[config.mk]
export PLATFORM = sky130hd
export DESIGN_NAME = led_bank_arbiter_flat
export DESIGN_NICKNAME = d
export VERILOG_FILES = /design/src/rtl/led_bank_pkg.sv /design/src/rtl/led_bank_arbiter_if.sv /design/src/rtl/led_bank_arbiter_tick_prescaler.sv /design/src/rtl/led_bank_arbiter.sv /design/src/flat_wrapper.sv
export SDC_FILE = /design/constraint.sdc
export NUM_CORES = 1
export LEC_CHECK = 0
export ABC_CLOCK_PERIOD_IN_PS = 3400
export CORE_MARGIN = 3
export CORE_UTILIZATION = 40
export CTS_CLUSTER_SIZE = 28
export DETAILED_ROUTE_END_ITERATION = 8
export PLACE_DENSITY_LB_ADDON = 0.05
export SLEW_MARGIN = 20
export SYNTH_ARGS = -nofsm -noshare
export SYNTH_HDL_FRONTEND = slang
export SYNTH_HIERARCHICAL = 1
export SYNTH_SLANG_ARGS = --single-unit
export TNS_END_PERCENT = 30
[constraint.sdc]
create_clock -name i_clk -period 3.4 [get_ports i_clk]
set_clock_uncertainty 0.1 [all_clocks]
set_input_delay 0.85 -clock i_clk [delete_from_list [all_inputs] [get_ports i_clk]]
set_output_delay 0.85 -clock i_clk [all_outputs]
set_load 0.1 [all_outputs]
[src/rtl/led_bank_pkg.sv]
// ---------------------------------------------------------------------------
// led_bank_pkg
// Shared types and constants for the LED bank arbiter.
//   state_t   : arbiter FSM states (IDLE, GRANT, HANDOFF)
//   LED_ALL_OFF / IDLE_INIT : active-low LED constants for the 6-LED bank
//   rr_pick() : round-robin winner search, returns {valid, idx}
// ---------------------------------------------------------------------------
package led_bank_pkg;

  typedef enum logic [1:0] {
    IDLE    = 2'd0,
    GRANT   = 2'd1,
    HANDOFF = 2'd2
  } state_t;

  // LEDs are active-low, so all ones means the whole bank is dark.
  localparam logic [5:0] LED_ALL_OFF = '1;
  localparam logic [5:0] IDLE_INIT   = 6'b011111;

  // The search helper works on a fixed maximum width so it can be shared by
  // any NUM_REQ up to MAX_REQ without a parameterised function.
  localparam int MAX_REQ  = 32;
  localparam int RR_IDX_W = 5;

  typedef struct packed {
    logic                valid;
    logic [RR_IDX_W-1:0] idx;
  } rrPick_t;

  // Returns the first asserted request strictly after 'last', wrapping at
  // numReq. 'last' itself is considered last of all, so a lone holder can
  // still win its own slot back.
  function automatic rrPick_t rr_pick(input logic [MAX_REQ-1:0]  req,
                                      input logic [RR_IDX_W-1:0] last,
                                      input int                  numReq);
    rrPick_t             result;
    int                  cand;
    logic [RR_IDX_W-1:0] candIdx;
    result = '0;
    for (int k = 1; k <= MAX_REQ; k++) begin
      if (k <= numReq && !result.valid) begin
        cand = int'(last) + k;
        if (cand >= numReq) begin
          cand = cand - numReq;
        end
        candIdx = RR_IDX_W'(cand);
        if (req[candIdx]) begin
          result.valid = 1'b1;
          result.idx   = candIdx;
        end
      end
    end
    return result;
  endfunction

endpackage

[src/rtl/led_bank_arbiter_if.sv]
// ---------------------------------------------------------------------------
// led_bank_arbiter_if
// Bundles the requester-facing signals of the LED bank arbiter.
//   req     : level request per requester
//   pattern : flat active-low patterns, requester i at [i*LED_WIDTH +: LED_WIDTH]
//   gnt     : one-hot or zero grant
//   busy    : arbiter is not idle
//   tick    : one-cycle prescaler pulse
//   led     : registered active-low LED drive
// master = requester/board side, slave = arbiter side.
// ---------------------------------------------------------------------------
interface led_bank_arbiter_if #(
  parameter int NUM_REQ   = 4,
  parameter int LED_WIDTH = 6
);

  logic [NUM_REQ-1:0]           req;
  logic [NUM_REQ*LED_WIDTH-1:0] pattern;
  logic [NUM_REQ-1:0]           gnt;
  logic                         busy;
  logic                         tick;
  logic [LED_WIDTH-1:0]         led;

  modport master (
    output req,
    output pattern,
    input  gnt,
    input  busy,
    input  tick,
    input  led
  );

  modport slave (
    input  req,
    input  pattern,
    output gnt,
    output busy,
    output tick,
    output led
  );

endinterface

[src/rtl/led_bank_arbiter_tick_prescaler.sv]
// ---------------------------------------------------------------------------
// tick_prescaler
// Free-running prescaler producing a registered one-cycle tick every
// TICK_LIMIT+1 clocks.
//   i_clk   : system clock
//   i_rst_n : synchronous active-low reset
//   o_tick  : high during the cycle the counter sits at TICK_LIMIT
// ---------------------------------------------------------------------------
module tick_prescaler #(
  parameter int unsigned TICK_LIMIT = 24'hFFFFFF
) (
  input  logic i_clk,
  input  logic i_rst_n,
  output logic o_tick
);

  localparam int CNT_W = (TICK_LIMIT > 0) ? $clog2(TICK_LIMIT + 1) : 1;
  localparam logic [CNT_W-1:0] LIMIT = CNT_W'(TICK_LIMIT);

  logic [CNT_W-1:0] r_count;
  logic [CNT_W-1:0] w_countNext;
  logic             r_tick;

  // Next counter value: count up and wrap back to zero after the terminal
  // count, so the counter can never overflow.
  always_comb begin
    w_countNext = (r_count == LIMIT) ? '0 : r_count + 1'b1;
  end

  // The tick flop is loaded from the next counter value so that the
  // registered pulse lines up with the cycle the counter equals LIMIT.
  always_ff @(posedge i_clk) begin
    if (!i_rst_n) begin
      r_count <= '0;
      r_tick  <= 1'b0;
    end else begin
      r_count <= w_countNext;
      r_tick  <= (w_countNext == LIMIT);
    end
  end

  assign o_tick = r_tick;

endmodule

[src/rtl/led_bank_arbiter.sv]
// ---------------------------------------------------------------------------
// led_bank_arbiter
// Shares the 6-LED bank between NUM_REQ pattern requesters. Round-robin
// arbitration with a minimum dwell (in prescaler ticks) per grant, a one-cycle
// all-off gap on every hand-off, and a walking-zero idle pattern when nobody
// is asking for the LEDs.
//   i_clk   : system clock (internal oscillator)
//   i_rst_n : synchronous active-low reset
//   bus     : slave side of led_bank_arbiter_if (req, pattern, gnt, busy,
//             tick, led)
// ---------------------------------------------------------------------------
module led_bank_arbiter
  import led_bank_pkg::*;
#(
  parameter int          NUM_REQ     = 4,
  parameter int          LED_WIDTH   = 6,
  parameter int unsigned TICK_LIMIT  = 24'hFFFFFF,
  parameter int          DWELL_TICKS = 4
) (
  input  logic               i_clk,
  input  logic               i_rst_n,
  led_bank_arbiter_if.slave  bus
);

  localparam int IDX_W = $clog2(NUM_REQ);
  localparam int DW_W  = $clog2(DWELL_TICKS + 1);
  localparam logic [DW_W-1:0]      DWELL_MAX = DW_W'(DWELL_TICKS);
  localparam logic [LED_WIDTH-1:0] LED_OFF   = LED_WIDTH'(LED_ALL_OFF);
  localparam logic [LED_WIDTH-1:0] IDLE_PAT  = LED_WIDTH'(IDLE_INIT);

  // Elaboration-time parameter sanity checks.
  if (DWELL_TICKS < 1) begin : gDwellCheck
    $error("led_bank_arbiter: DWELL_TICKS must be at least 1");
  end
  if (NUM_REQ < 2 || NUM_REQ > MAX_REQ) begin : gNumReqCheck
    $error("led_bank_arbiter: NUM_REQ must be in 2..32");
  end
  if (LED_WIDTH != $bits(IDLE_INIT)) begin : gWidthCheck
    $error("led_bank_arbiter: LED_WIDTH must match the idle pattern width");
  end

  state_t               r_state;
  state_t               w_nextState;
  logic [NUM_REQ-1:0]   r_gnt;
  logic [NUM_REQ-1:0]   w_gntNext;
  logic [LED_WIDTH-1:0] r_led;
  logic [LED_WIDTH-1:0] w_ledNext;
  logic [LED_WIDTH-1:0] r_idlePattern;
  logic [LED_WIDTH-1:0] w_idleNext;
  logic [LED_WIDTH-1:0] w_idleAdvanced;
  logic [IDX_W-1:0]     r_last;
  logic [IDX_W-1:0]     w_lastNext;
  logic [DW_W-1:0]      r_dwell;
  logic [DW_W-1:0]      w_dwellNext;

  logic [MAX_REQ-1:0]   w_reqWide;
  rrPick_t              w_pick;
  logic [IDX_W-1:0]     w_winnerIdx;
  logic [NUM_REQ-1:0]   w_winnerMask;
  logic [NUM_REQ-1:0]   w_holderMask;
  logic                 w_holderReq;
  logic                 w_otherReq;
  logic [LED_WIDTH-1:0] w_winnerPattern;
  logic [LED_WIDTH-1:0] w_holderPattern;
  logic                 w_tick;

  tick_prescaler #(
    .TICK_LIMIT (TICK_LIMIT)
  ) u_prescaler (
    .i_clk   (i_clk),
    .i_rst_n (i_rst_n),
    .o_tick  (w_tick)
  );

  // Arbitration helpers. While granted, r_last is the holder index, so the
  // same pointer doubles as "who owns the bank" and "where the next search
  // starts". The idle walk shifts a single zero right and reloads once the
  // zero has fallen off the LSB.
  always_comb begin
    w_reqWide                = '0;
    w_reqWide[NUM_REQ-1:0]   = bus.req;
    w_pick                   = rr_pick(w_reqWide, RR_IDX_W'(r_last), NUM_REQ);
    w_winnerIdx              = IDX_W'(w_pick.idx);
    w_winnerMask             = NUM_REQ'(1) << w_winnerIdx;
    w_holderMask             = NUM_REQ'(1) << r_last;
    w_holderReq              = |(bus.req & w_holderMask);
    w_otherReq               = |(bus.req & ~w_holderMask);
    w_winnerPattern          = bus.pattern[int'(w_winnerIdx)*LED_WIDTH +: LED_WIDTH];
    w_holderPattern          = bus.pattern[int'(r_last)*LED_WIDTH +: LED_WIDTH];
    w_idleAdvanced           = r_idlePattern[0] ? {1'b1, r_idlePattern[LED_WIDTH-1:1]}
                                                : IDLE_PAT;
  end

  // Next-state and next-output logic. Outputs are computed here as the
  // values the output flops will hold after the edge, which gives the
  // one-cycle grant latency and the one-cycle pattern-follow latency.
  // Leaving GRANT (drop or preemption) goes to HANDOFF whenever someone
  // else is waiting, so every hand-off gets its dark gap; a drop with no
  // one waiting goes straight back to the frozen idle pattern.
  always_comb begin
    w_nextState = r_state;
    w_gntNext   = '0;
    w_ledNext   = r_idlePattern;
    w_dwellNext = r_dwell;
    w_lastNext  = r_last;
    w_idleNext  = r_idlePattern;

    case (r_state)
      IDLE: begin
        if (w_tick) begin
          w_idleNext = w_idleAdvanced;
        end
        if (w_pick.valid) begin
          w_nextState = GRANT;
          w_gntNext   = w_winnerMask;
          w_ledNext   = w_winnerPattern;
          w_dwellNext = '0;
          w_lastNext  = w_winnerIdx;
        end else begin
          w_ledNext = w_idleNext;
        end
      end

      GRANT: begin
        w_gntNext = w_holderMask;
        w_ledNext = w_holderPattern;
        if (w_tick && r_dwell != DWELL_MAX) begin
          w_dwellNext = r_dwell + 1'b1;
        end
        if (!w_holderReq || (r_dwell == DWELL_MAX && w_otherReq)) begin
          w_gntNext = '0;
          if (w_otherReq) begin
            w_nextState = HANDOFF;
            w_ledNext   = LED_OFF;
          end else begin
            w_nextState = IDLE;
            w_ledNext   = r_idlePattern;
          end
        end
      end

      HANDOFF: begin
        if (w_pick.valid) begin
          w_nextState = GRANT;
          w_gntNext   = w_winnerMask;
          w_ledNext   = w_winnerPattern;
          w_dwellNext = '0;
          w_lastNext  = w_winnerIdx;
        end else begin
          w_nextState = IDLE;
          w_ledNext   = r_idlePattern;
        end
      end

      default: begin
        w_nextState = IDLE;
      end
    endcase
  end

  // State and output registers. Reset puts the pointer at the top requester
  // so requester 0 is first in line, and reinitialises the idle walk.
  always_ff @(posedge i_clk) begin
    if (!i_rst_n) begin
      r_state       <= IDLE;
      r_gnt         <= '0;
      r_led         <= IDLE_PAT;
      r_idlePattern <= IDLE_PAT;
      r_last        <= IDX_W'(NUM_REQ - 1);
      r_dwell       <= '0;
    end else begin
      r_state       <= w_nextState;
      r_gnt         <= w_gntNext;
      r_led         <= w_ledNext;
      r_idlePattern <= w_idleNext;
      r_last        <= w_lastNext;
      r_dwell       <= w_dwellNext;
    end
  end

  assign bus.gnt  = r_gnt;
  assign bus.led  = r_led;
  assign bus.busy = (r_state != IDLE);
  assign bus.tick = w_tick;

endmodule

[src/flat_wrapper.sv]
// flat-port wrapper written by rule: the top's interface ports become plain ports
module led_bank_arbiter_flat import led_bank_pkg::*;
#(
  parameter int          NUM_REQ     = 4,
  parameter int          LED_WIDTH   = 6,
  parameter int unsigned TICK_LIMIT  = 24'hFFFFFF,
  parameter int          DWELL_TICKS = 4
)
  (i_clk, i_rst_n, bus_req, bus_pattern, bus_gnt, bus_busy, bus_tick, bus_led);
  led_bank_arbiter_if #(.NUM_REQ(NUM_REQ), .LED_WIDTH(LED_WIDTH)) bus_i ();
  input  logic i_clk;
  input  logic i_rst_n;
  input wire logic [$bits(bus_i.req)-1:0] bus_req;
  input wire logic [$bits(bus_i.pattern)-1:0] bus_pattern;
  output wire logic [$bits(bus_i.gnt)-1:0] bus_gnt;
  output wire logic [$bits(bus_i.busy)-1:0] bus_busy;
  output wire logic [$bits(bus_i.tick)-1:0] bus_tick;
  output wire logic [$bits(bus_i.led)-1:0] bus_led;
  assign bus_i.req = bus_req;
  assign bus_i.pattern = bus_pattern;
  assign bus_gnt = bus_i.gnt;
  assign bus_busy = bus_i.busy;
  assign bus_tick = bus_i.tick;
  assign bus_led = bus_i.led;
  led_bank_arbiter #(.NUM_REQ(NUM_REQ), .LED_WIDTH(LED_WIDTH), .TICK_LIMIT(TICK_LIMIT), .DWELL_TICKS(DWELL_TICKS)) u_core (.i_clk(i_clk), .i_rst_n(i_rst_n), .bus(bus_i));
endmodule
==> impl_metrics.env <==
# physical design summary
export IMPL_status="finished, final reports clean"
export IMPL_num_rows=32
export IMPL_yosys_area_top_type_share_pct=30.0
export IMPL_area_delta_synth_final_pct=23.0
export IMPL_drt_met1_wl_um=4360
export IMPL_pin_count=42
export IMPL_top_area_cell="dfxtp_1"
export IMPL_grt_first_pass_wirelength_um=13900
export IMPL_syn_num_nets=409
export IMPL_highest_layer="met4"
export IMPL_worstPathMaxFanout=5
export IMPL_antenna_found_initial=0
export IMPL_hpwl_um=6770
export IMPL_p_leak_nw=1.52
export IMPL_cts_buffers=5
export IMPL_ys_area_um2=3200
export IMPL_fin_setup_tns_ns=0
export IMPL_fmax_mhz=329
export IMPL_async_flop_share_pct=0
export IMPL_end_kind="register"
export IMPL_clock_latency_late_pin_ns=0.30
export IMPL_crit_required_ns=3.54
export IMPL_vdd_drop_max_mv=0.651
export IMPL_cts_hold_buf=0
export IMPL_drv_slew=0
export IMPL_syn_area_um2=3200
export IMPL_fin_ws_ns=0.359
export IMPL_tightestPinTransition_ns=0.712
export IMPL_lay_top_count="dfxtp_1"
export IMPL_topCellsByArea="dfxtp_1 (30%), nor2_1 (4.3%), nand2_1 (4.2%)"
export IMPL_ys_flops=48
export IMPL_synth_edff_count=0
export IMPL_drc=0
export IMPL_ant_nets=0
export IMPL_clkSlewWorstSetupHoldPaths_ns=0.09
export IMPL_dr_pass1_iters=5
export IMPL_nets=466
export IMPL_ys_types=67
export IMPL_stdcell_area_um2=3940
export IMPL_place_ws_ns=0.0786
export IMPL_post_dp_cell_area_um2=3800
export IMPL_viasPerCell=5.62
export IMPL_cts_tree="done"
export IMPL_hp_class="register to register"
export IMPL_grt_busiest_layer="met2"
export IMPL_ys_seq_share_pct=30.0
export IMPL_h_tree_depth=2
export IMPL_slew_headroom_pct=52.1
==> path summary, 6_finish.rpt <==
path	slack, ns	depth (start not counted)	start	end
max	0.36	10	bus_req[0]	u_core/bus.gnt[2]
min	0.40	1	u_core/u_prescaler/r_count[0]	u_core/u_prescaler/r_count[0]
max reg2reg	0.55	8	u_core/r_last[1]	u_core/bus.led[1]
min reg2reg	0.40	1	u_core/u_prescaler/r_count[0]	u_core/u_prescaler/r_count[0]
==> flip-flops by register name, indices dropped and copies added, names as in the netlist <==
register                    count
u_core/r_state                  2
u_core/r_idlePattern            6
u_core/r_last                   2
u_core/r_dwell                  3
u_core/bus.gnt                  4
u_core/u_prescaler/r_count     24
u_core/u_prescaler/o_tick       1
u_core/bus.led                  6
==> cells by family (layout without fill, tap and decap cells) <==
| logic type | after synthesis | in the layout | share of synthesized area (%) |
|---|---|---|---|
| adder cells (fa/ha/maj) | 10 | 10 | 3.90 |
| multiplexers | 22 | 22 | 10.1 |
| buffers and inverters | 27 | 85 | 4.02 |
| XOR/XNOR | 21 | 21 | 5.74 |
| AND-OR/OR-AND | 95 | 95 | 22.4 |
| flip-flops | 48 | 48 | 30.0 |
| AND/OR/NAND/NOR | 146 | 146 | 23.9 |
==> where the power goes <==
| part | total, mW | internal, mW | switching (mW) |
|---|---|---|---|
| Combinational | 2.10 | 0.763 | 1.34 |
| Clock | 0.502 | 0.296 | 0.205 |
| Sequential | 0.681 | 0.634 | 0.0470 |
| Total | 3.28 | 1.69 | 1.59 |
==> Yosys cell counts (all sizes together) (5+ instances only) <==
| library cell | instances |
|---|---|
| inv | 12 |
| a22oi | 7 |
| a21oi | 16 |
| dfxtp | 48 |
| and2 | 5 |
| or3 | 5 |
| buf | 7 |
| o21ai | 16 |
| and3 | 5 |
| ha | 10 |
| o211ai | 14 |
| o2111ai | 5 |
| nor2b | 5 |
| nand3 | 18 |
| nor2 | 37 |
| mux4 | 7 |
| a21boi | 6 |
| xnor2 | 12 |
| o22ai | 7 |
| nor3 | 13 |
| clkbuf | 7 |
| mux2i | 12 |
| nand2 | 36 |
| xor2 | 9 |
| nand4 | 5 |
==> stage by stage <==
stage	hold WS (ns)	instances	util, %	total power, mW
3_3_place_gp	0.376	521	49.0	2.76
5_1_grt	0.443	529	50.8	3.47
4_1_cts	0.399	529	50.8	3.28
3_5_place_dp	0.381	521	49.0	2.78
6_report	0.401	529	50.8	3.28
2_1_floorplan	0.353	369	-	2.21
==> critical path: stages <==
cell             delay [ns]
clkdlybuf4s50_1        0.45
buf_4                  0.18
nor2b_1                0.12
a2111oi_0              0.53
buf_4                  0.22
o21ai_0                0.14
nor3_1                 0.29
buf_4                  0.19
a22oi_1                0.07
nor2_1                 0.15
==> layout make-up <==
| cell class | count | area, µm² |
|---|---|---|
| Fill cell | 762 | 3820 |
| Multi-Input combinational cell | 294 | 2110 |
| Sequential cell | 48 | 961 |
| Timing Repair Buffer | 64 | 553 |
| Tap cell | 102 | 128 |
| Clock buffer | 5 | 68.8 |
| Clock inverter | 3 | 68.8 |
| Inverter | 13 | 48.8 |
Fig. 1: track usage over the die
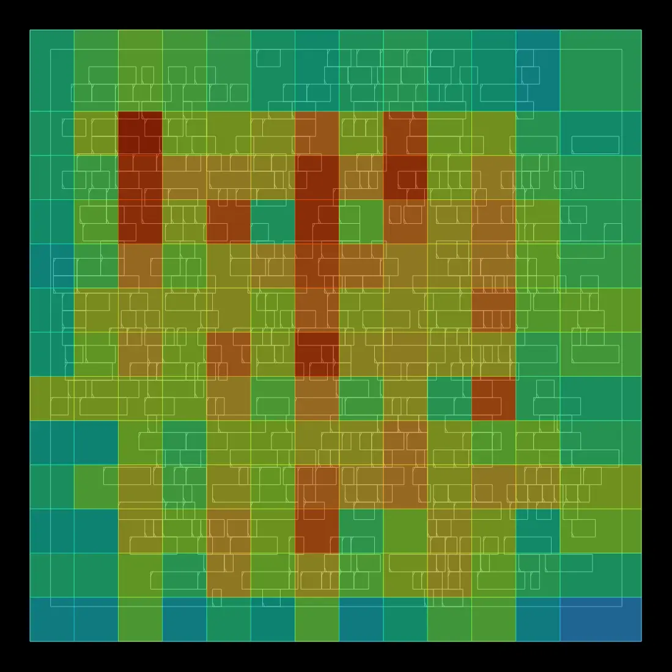
met1 Track Usage GR: 28.7%
grt met2 use: 30.4%
met3 Use GR: 2.76%
Avg WL per Cell: 16.3 µm
Total GRT Usage: 19.6%

Fig. 2: pin placement
(4 px per µm) Pins as bars across the die edge, other pins in gray.
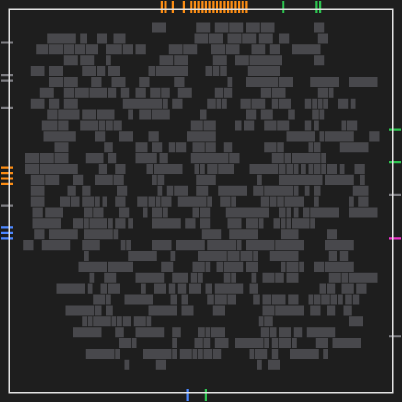
color	port	pins	direction	edge
orange	bus_pattern	24	input	20 top, 4 left
blue	bus_gnt	4	output	3 left, 1 bottom
green	bus_led	6	output	3 top, 2 right, 1 bottom
magenta	bus_tick	1	output	right
all pins by edge	23 top, 12 left, 5 right, 2 bottom
Port Buffer Count: 41
die x size: 95.5 µm
die extent in y: 95.5 µm

Fig. 3: routed metal per tile
(4 px per µm) 19 x 19 tiles, from dark blue (low) to red (high), scaled to the fullest tile. Values are wire area over tile area, all layers added.
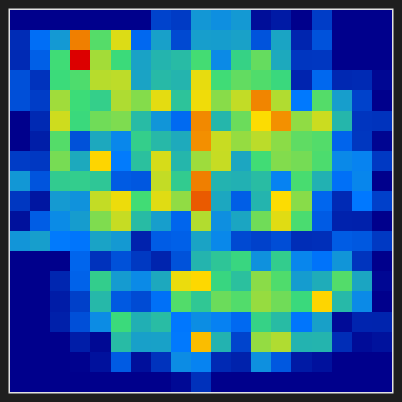
nearly empty tiles	18%
tiles over half the peak	23%
mean over tiles	0.15
fullest tile	0.49
DRT Wirelength: 8610 µm
vias post-DR: 2971

No activity file was given, so power comes from the tool's default toggle rates.
